## config.mk

```make
export PLATFORM = sky130hd
export DESIGN_NAME = alu_regfile_pipe
export DESIGN_NICKNAME = d
export VERILOG_FILES = /design/src/rtl/alu_regfile_pipe.sv
export SDC_FILE = /design/constraint.sdc
export NUM_CORES = 1
export LEC_CHECK = 0
export CORE_UTILIZATION = 45
export DETAILED_ROUTE_END_ITERATION = 8
export GPL_TIMING_DRIVEN = 0
export MAX_ROUTING_LAYER = met4
export PLACE_DENSITY = 0.66
export SKIP_CTS_REPAIR_TIMING = 1
export SLEW_MARGIN = 20
export SYNTH_ARGS = -nofsm -noshare
export SYNTH_HDL_FRONTEND = slang
export SYNTH_SLANG_ARGS = --single-unit
```

## constraint.sdc

```tcl
create_clock -name clk -period 3.1 [get_ports clk]
set_input_delay 0.62 -clock clk [delete_from_list [all_inputs] [get_ports clk]]
set_output_delay 0.62 -clock clk [all_outputs]
set_load 0.02 [all_outputs]
```

## src/rtl/alu_regfile_pipe.sv

```systemverilog
// Two-stage pipelined ALU with an integrated register file, result writeback,
// an immediate operand path and a stage-2 bypass so back-to-back dependent ops never stall.
module alu_regfile_pipe #(
   parameter int WIDTH  = 8,
   parameter int ADDR_W = 3
) (
   input  logic              clk,
   input  logic              rst_n,
   input  logic              in_valid,
   input  logic [2:0]        opcode,
   input  logic              load,
   input  logic              src_sel,
   input  logic [WIDTH-1:0]  data_in,
   input  logic [ADDR_W-1:0] rs1,
   input  logic [ADDR_W-1:0] rs2,
   input  logic [ADDR_W-1:0] rd,
   input  logic              wb_en,
   input  logic              c_in,
   input  logic [ADDR_W-1:0] dbg_addr,
   output logic [WIDTH-1:0]  dbg_data,
   output logic              out_valid,
   output logic [WIDTH:0]    alu_out,
   output logic              zero
);

   localparam int DEPTH = 1 << ADDR_W;

   typedef enum logic [2:0] {
      OP_ADD   = 3'd0,
      OP_SUB   = 3'd1,
      OP_SUBA  = 3'd2,
      OP_OR    = 3'd3,
      OP_AND   = 3'd4,
      OP_NAND  = 3'd5,
      OP_XOR   = 3'd6,
      OP_XNOR  = 3'd7
   } op_e;

   logic [WIDTH-1:0]  regs_r [DEPTH];

   logic              s1_valid_r;
   logic [2:0]        s1_opcode_r;
   logic              s1_load_r;
   logic              s1_wb_r;
   logic              s1_cin_r;
   logic [ADDR_W-1:0] s1_rd_r;
   logic [WIDTH-1:0]  s1_a_r;
   logic [WIDTH-1:0]  s1_b_r;
   logic [WIDTH-1:0]  s1_data_r;

   logic [WIDTH:0]    result_s;
   logic              s1_writes_s;
   logic [WIDTH-1:0]  a_s;
   logic [WIDTH-1:0]  rs2_val_s;
   logic [WIDTH-1:0]  b_s;

   // Subtractions wrap in WIDTH+1 bits, so the MSB comes out as the borrow flag.
   function automatic logic [WIDTH:0] alu_fn(
      input logic [2:0]       op,
      input logic [WIDTH-1:0] a,
      input logic [WIDTH-1:0] b,
      input logic             cin
   );
      logic [WIDTH:0] r;
      case (op_e'(op))
         OP_ADD:  r = {1'b0, a} + {1'b0, b} + {{WIDTH{1'b0}}, cin};
         OP_SUB:  r = {1'b0, a} - {1'b0, b};
         OP_SUBA: r = {1'b0, b} - {1'b0, a};
         OP_OR:   r = {1'b0, a | b};
         OP_AND:  r = {1'b0, a & b};
         OP_NAND: r = {1'b0, ~(a & b)};
         OP_XOR:  r = {1'b0, a ^ b};
         OP_XNOR: r = {1'b0, ~(a ^ b)};
         default: r = {(WIDTH+1){1'b0}};
      endcase
      return r;
   endfunction

   assign result_s    = s1_load_r ? {1'b0, s1_data_r}
                                  : alu_fn(s1_opcode_r, s1_a_r, s1_b_r, s1_cin_r);
   assign s1_writes_s = s1_valid_r & (s1_wb_r | s1_load_r);

   // Bypass the result being retired this edge; otherwise read architectural state.
   assign a_s       = (s1_writes_s && (s1_rd_r == rs1)) ? result_s[WIDTH-1:0] : regs_r[rs1];
   assign rs2_val_s = (s1_writes_s && (s1_rd_r == rs2)) ? result_s[WIDTH-1:0] : regs_r[rs2];
   assign b_s       = src_sel ? data_in : rs2_val_s;

   assign dbg_data  = regs_r[dbg_addr];

   // Stage 1: capture the accepted operation with its resolved operands.
   always_ff @(posedge clk or negedge rst_n) begin
      if (!rst_n) begin
         s1_valid_r  <= 1'b0;
         s1_opcode_r <= 3'd0;
         s1_load_r   <= 1'b0;
         s1_wb_r     <= 1'b0;
         s1_cin_r    <= 1'b0;
         s1_rd_r     <= {ADDR_W{1'b0}};
         s1_a_r      <= {WIDTH{1'b0}};
         s1_b_r      <= {WIDTH{1'b0}};
         s1_data_r   <= {WIDTH{1'b0}};
      end else begin
         s1_valid_r  <= in_valid;
         s1_opcode_r <= opcode;
         s1_load_r   <= load;
         s1_wb_r     <= wb_en;
         s1_cin_r    <= c_in;
         s1_rd_r     <= rd;
         s1_a_r      <= a_s;
         s1_b_r      <= b_s;
         s1_data_r   <= data_in;
      end
   end

   // Stage 2: register the result; outputs hold across bubbles.
   always_ff @(posedge clk or negedge rst_n) begin
      if (!rst_n) begin
         out_valid <= 1'b0;
         alu_out   <= {(WIDTH+1){1'b0}};
         zero      <= 1'b0;
      end else begin
         out_valid <= s1_valid_r;
         if (s1_valid_r) begin
            alu_out <= result_s;
            zero    <= (result_s[WIDTH-1:0] == {WIDTH{1'b0}});
         end else begin
            alu_out <= alu_out;
            zero    <= zero;
         end
      end
   end

   // Register file write at the stage-2 edge.
   always_ff @(posedge clk or negedge rst_n) begin
      if (!rst_n) begin
         for (int i = 0; i < DEPTH; i++) begin
            regs_r[i] <= {WIDTH{1'b0}};
         end
      end else if (s1_writes_s) begin
         regs_r[s1_rd_r] <= result_s[WIDTH-1:0];
      end else begin
         regs_r[s1_rd_r] <= regs_r[s1_rd_r];
      end
   end

endmodule

```

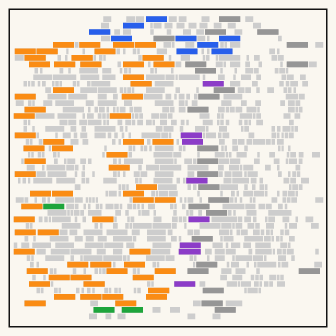
*Where the registers sit*
color	netlist name	placed flops
green	s1_rd_r	3
orange	regs_r	64
purple	s1_a_r	8
blue	alu_out	9
not colored	25
sequential cell area share: 0.3045
power dissipated in sequential cells: 2.05 mW
total area of sequential cells: 2729 µm²
post-route core utilization: 0.5366

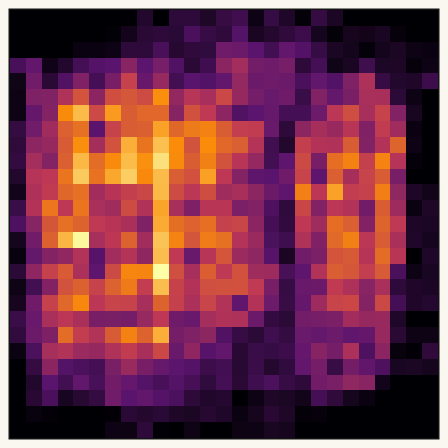
*Routed metal per tile*
The die is cut into 27 by 27 equal tiles; black is low, pale yellow is high, scaled to the fullest tile. Values are wire area over tile area, all layers added.
tiles over half the peak	24%
nearly empty tiles	12%
emptiest ninth of the die	south-east
total global-route track usage: 0.2989
average wire length per cell after detail routing: 23.68 µm
routed wire length: 25.15 mm
vias after detailed routing: 6,659

-- cell type report --
type / count / area, µm² / area share
buffer: 54 / 265.3 / 0.02960
multi-input combinational: 583 / 4782 / 0.5337
sequential: 109 / 2729 / 0.3045
timing repair buffer: 45 / 476.7 / 0.05320
tap: 220 / 275.3 / 0.03072
inverter: 37 / 138.9 / 0.01550
clock buffer: 10 / 239.0 / 0.02667
clock inverter: 4 / 55.05 / 0.006144
-- registers in the layout, summed over array words and instances (netlist names), 3 cells and up --
name	count
alu_out	9
regs_r	64
s1_a_r	8
s1_b_r	8
s1_data_r	8
s1_opcode_r	3
s1_rd_r	3
-- cell families (layout without fill, tap and decap cells) --
logic type	after synthesis	after routing	share of synthesized area
buffers and inverters	92	150	0.04939
AOI/OAI and AO/OA	235	235	0.1919
and+or+nand+nor	205	205	0.1202
adders and majority gates	36	36	0.06219
xor gates and xnor gates	13	13	0.01474
muxes	94	94	0.2086
DFF	109	109	0.3530
-- worst max-delay path, delay by kind of cell --
family | cells | cell delay [ns]
mux | 2 | 0.63
buf+inv | 3 | 1.18
-- routing by layer --
layer | vias up | share of wire | track usage
met4 | 0 | 0.048 | 0.1456
met2 | 352 | 0.48 | 0.4770
li1 | 2989 | - | -
met1 | 3239 | 0.40 | 0.3662
met3 | 79 | 0.072 | 0.05364
met5 | - | 0 | -
-- path summary, 6_finish.rpt --
| path | end | slack, ns | cells after the start |
|---|---|---|---|
| min | regs_r[37]$_DFFE_PN0P_ | 0.17 | 1 |
| min reg2reg | out_valid$_DFF_PN0_ | 0.43 | 0 |
| max in group asynchronous | s1_a_r[1]$_DFF_PN0_ | 2.24 | 2 |
| max | dbg_data[3] | 0.06 | 5 |
| min in group clk | out_valid$_DFF_PN0_ | 0.43 | 0 |
| max reg2reg | regs_r[44]$_DFFE_PN0P_ | 0.09 | 12 |
==> impl_metrics.json <==
{
  "worstPathRequired_ns": 2.48,
  "switchingPower_mw": 2.288,
  "finalWeightedCongestion": 0.9744,
  "antenna_cells": 0,
  "pwr-share-seq": 0.353,
  "worst_hold_path_type": "in -> async",
  "p_clk_frac": 0.204,
  "area_growth_syn_to_layout_pct": 15.98,
  "finalSetupViolCount": 0,
  "irDropWorstVdd_mv": 0.3890,
  "place.detailed.hpwl_mm": 18.19,
  "achievable-frequency_mhz": 328.9,
  "yosys-top-cells-area": "dfrtp_1 35%, mux4_2 15%, o21ai_0 6.7%",
  "via_count_of_the_first_global_routing_pass": 6383,
  "synth_chip_area_um2": 7726,
  "fin_worst_skew_ns": 0.01554,
  "post-route-drc-count": 0,
  "p_leak_nw": 3.721,
  "numPortBuffers": 41,
  "lay_top_cells": "111 x nand2_1, 108 x dfrtp_1, 96 x o21ai_0",
  "numPlacedInstances": 1046,
  "place_ws_ns": -1.053,
  "holdWs_ns": 0.1657,
  "postLayoutSetupSlackWorst_ns": 0.05970,
  "crit-reg2reg-launch": "s1_b_r[0]$_DFF_PN0_",
  "slowest_stage_delay_cp_ns": 0.54,
  "outcome": "complete, no violations",
  "finalNonFillerCells": 1062,
  "cts_sinks": 109,
  "p_clk_mw": 1.18
}
Power is estimated from default activity; no workload was simulated.
